===== config.mk =====
export PLATFORM = sky130hd
export DESIGN_NAME = mem_arbiter
export DESIGN_NICKNAME = d
export VERILOG_FILES = /design/src/rtl/mem_arbiter.sv
export SDC_FILE = /design/constraint.sdc
export NUM_CORES = 1
export LEC_CHECK = 0
export CAP_MARGIN = 10
export CORE_ASPECT_RATIO = 1.4
export CORE_MARGIN = 4
export CORE_UTILIZATION = 34
export CTS_CLUSTER_DIAMETER = 30
export DETAILED_ROUTE_END_ITERATION = 8
export PLACE_DENSITY = 0.82
export SETUP_SLACK_MARGIN = 0.2
export SLEW_MARGIN = 10
export SYNTH_ARGS = -nofsm -noshare
export SYNTH_HDL_FRONTEND = slang
export SYNTH_SLANG_ARGS = --single-unit

===== constraint.sdc =====
create_clock -name clk_i -period 2.77 [get_ports clk_i]
set_input_delay 0.831 -clock clk_i [delete_from_list [all_inputs] [get_ports clk_i]]
set_output_delay 0.831 -clock clk_i [all_outputs]
set_load 0.01 [all_outputs]

===== src/rtl/mem_arbiter.sv =====
// Two-requester (fetch, load/store) arbiter for one shared memory port.
// One outstanding transaction, round-robin with LSU lock and a timeout abort.
module mem_arbiter #(
  parameter int unsigned TIMEOUT_CYCLES = 64
) (
  input  logic        clk_i,
  input  logic        rst_i,
  input  logic        if_req_i,
  input  logic [31:0] if_addr_i,
  output logic        if_gnt_o,
  output logic        if_rvalid_o,
  output logic [31:0] if_rdata_o,
  output logic        if_err_o,
  input  logic        ls_req_i,
  input  logic        ls_we_i,
  input  logic [3:0]  ls_be_i,
  input  logic [31:0] ls_addr_i,
  input  logic [31:0] ls_wdata_i,
  input  logic        ls_lock_i,
  output logic        ls_gnt_o,
  output logic        ls_rvalid_o,
  output logic [31:0] ls_rdata_o,
  output logic        ls_err_o,
  output logic        mem_req_o,
  output logic        mem_we_o,
  output logic [3:0]  mem_be_o,
  output logic [31:0] mem_addr_o,
  output logic [31:0] mem_wdata_o,
  input  logic        mem_gnt_i,
  input  logic        mem_rvalid_i,
  input  logic [31:0] mem_rdata_i
);
  // state  | meaning
  // S_IDLE | no transaction; arbitrate and capture the winner
  // S_REQ  | request on memory port, waiting for mem_gnt_i
  // S_RESP | accepted, waiting for mem_rvalid_i
  typedef enum logic [1:0] {S_IDLE = 2'd0, S_REQ = 2'd1, S_RESP = 2'd2} state_t;

  localparam logic [7:0] LP_TIMEOUT = 8'(TIMEOUT_CYCLES);

  state_t      r_state;
  logic        r_prio;     // 0 = fetch preferred, 1 = load/store preferred
  logic        r_lock;
  logic        r_owner;    // 0 = fetch, 1 = load/store
  logic        r_cur_lock;
  logic        r_we;
  logic [3:0]  r_be;
  logic [31:0] r_addr;
  logic [31:0] r_wdata;
  logic [7:0]  r_cnt;

  logic w_idle, w_if_win, w_ls_win, w_grant;
  logic w_timeout, w_resp_ok, w_done, w_lock_keep, w_in_req;

  assign w_idle    = (r_state == S_IDLE);
  assign w_if_win  = w_idle & if_req_i & ~r_lock & (~ls_req_i | ~r_prio);
  assign w_ls_win  = w_idle & ls_req_i & ~w_if_win;
  assign w_grant   = w_if_win | w_ls_win;

  // A real response in the same cycle as the timeout takes precedence.
  assign w_resp_ok   = (r_state == S_RESP) & mem_rvalid_i;
  assign w_timeout   = ~w_idle & (r_cnt == LP_TIMEOUT);
  assign w_done      = w_resp_ok | w_timeout;
  assign w_lock_keep = r_lock & w_resp_ok & ~(r_owner & ~r_cur_lock);
  assign w_in_req    = (r_state == S_REQ) & ~w_timeout;

  always_ff @(posedge clk_i or negedge rst_i) begin
    if (!rst_i) begin
      r_state    <= S_IDLE;
      r_prio     <= 1'b0;
      r_lock     <= 1'b0;
      r_owner    <= 1'b0;
      r_cur_lock <= 1'b0;
      r_we       <= 1'b0;
      r_be       <= 4'h0;
      r_addr     <= '0;
      r_wdata    <= '0;
      r_cnt      <= '0;
    end else begin
      case (r_state)
        S_IDLE: begin
          if (w_grant) begin
            r_state <= S_REQ;
            r_cnt   <= '0;
            r_owner <= w_ls_win;
            if (w_ls_win) begin
              r_we       <= ls_we_i;
              r_be       <= ls_be_i;
              r_addr     <= ls_addr_i;
              r_wdata    <= ls_wdata_i;
              r_cur_lock <= ls_lock_i;
              if (ls_lock_i) r_lock <= 1'b1;
            end else begin
              r_we       <= 1'b0;
              r_be       <= 4'hF;
              r_addr     <= if_addr_i;
              r_wdata    <= '0;
              r_cur_lock <= 1'b0;
            end
          end
        end
        S_REQ: begin
          r_cnt <= r_cnt + 8'd1;
          if (mem_gnt_i) r_state <= S_RESP;
        end
        S_RESP:  r_cnt <= r_cnt + 8'd1;
        default: r_state <= S_IDLE;
      endcase
      if (w_done) begin
        r_state <= S_IDLE;
        r_lock  <= w_lock_keep;
        if (!w_lock_keep) r_prio <= ~r_owner;
      end
    end
  end

  // Grants are combinational from the request lines, so gate them during reset.
  assign if_gnt_o    = rst_i & w_if_win;
  assign ls_gnt_o    = rst_i & w_ls_win;

  assign mem_req_o   = w_in_req;
  assign mem_we_o    = w_in_req & r_we;
  assign mem_be_o    = w_in_req ? r_be    : 4'h0;
  assign mem_addr_o  = w_in_req ? r_addr  : 32'h0;
  assign mem_wdata_o = w_in_req ? r_wdata : 32'h0;

  assign if_rvalid_o = w_done & ~r_owner;
  assign ls_rvalid_o = w_done & r_owner;
  assign if_err_o    = if_rvalid_o & ~w_resp_ok;
  assign ls_err_o    = ls_rvalid_o & ~w_resp_ok;
  assign if_rdata_o  = (if_rvalid_o & w_resp_ok) ? mem_rdata_i : 32'h0;
  assign ls_rdata_o  = (ls_rvalid_o & w_resp_ok) ? mem_rdata_i : 32'h0;

endmodule


==> run notes <==
run metrics: outcome complete, but fails checks, failing checks setup timing, hold depth 2, port bufs 279, placed instance count 1039, Stages on worst setup path 16, Max-cap violations 0, logic gate share of total power 0.580, Site Rows 50, Pwr top combinational logic, Main logic family simple AND/OR/NAND/NOR gates, Leading cell kind non-clock buffers, Setup WS post-layout -0.561 ns, Cell Area, Placed 7880 µm², Design Area, Final 9130 µm², Syn Inst Count 583, Top area cell types dfrtp_1 (44%), and2_1 (18%), nand2_1 (12%), Total GRT Usage 0.231, Flop pwr share 0.261, Final setup viols 138, Met3 Wirelength 1310 µm, clock network area share 0.0343, Worst setup SP type register, MUX share of area 0.00750, worst setup path class register to output pin, chip width 107 µm, CP Max Fanout 4, Post-synth seq share 0.445, Mapped Nets 730, number of DRC markers in iteration 0 236, count of plain and timing-repair buffers 371, mean post-synth cell area 8.01 µm², Non-CTS inverters 6, Reg2Reg Depth 16, met2 wire length 11000 µm, simple share 0.372, Clock Tree Buf Depth 2, most numerous logic cell after layout nand2_1, Peak VDD IR 558 µV, Psw 2.96 mW, WP buf/inv 12, # clk buffers 11, M1 WL 7560 µm, power per cell area 873 nW/µm²
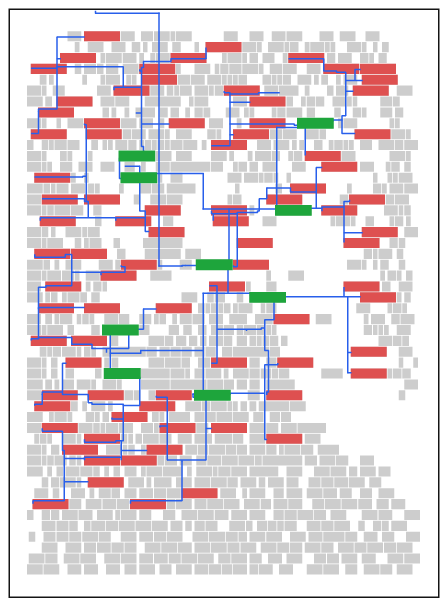
Fig. 1. Clock distribution (run 1).
Scale: 4 px per µm.
green -> cells driving clock nets  # count 9
red -> flip-flops  # count 83
blue -> clock wires  # length 1170 µm
flops lie = all over the die
routed clock nets = 10
clk_skew: 0.00726 ns
clk pwr: 1.27 mW
clock power share: 0.159
Latency at later pin: 0.33 ns

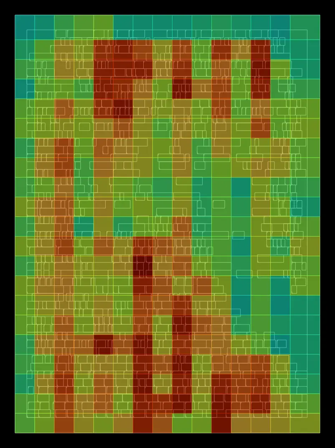
Fig. 2. Track usage over the die (run 1).
met2 Use GR: 0.393
met3 Use GR: 0.0557
grt met1 use: 0.286
GRT busiest layer: met2

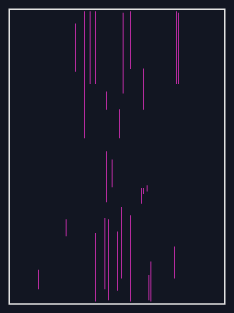
Fig. 3. Signal wires on met4 (run 1).
Scale: 2 px per µm.
share of all routed wire = 3.3%
main direction = vertical
longest straight run = 63.2 µm
wire length on this layer = 677 µm
nets with wire on the layer = 24
total wire length: 20500 µm
Vias: 5426

Power figures rest on the tool's default switching activity, not on a simulated workload.
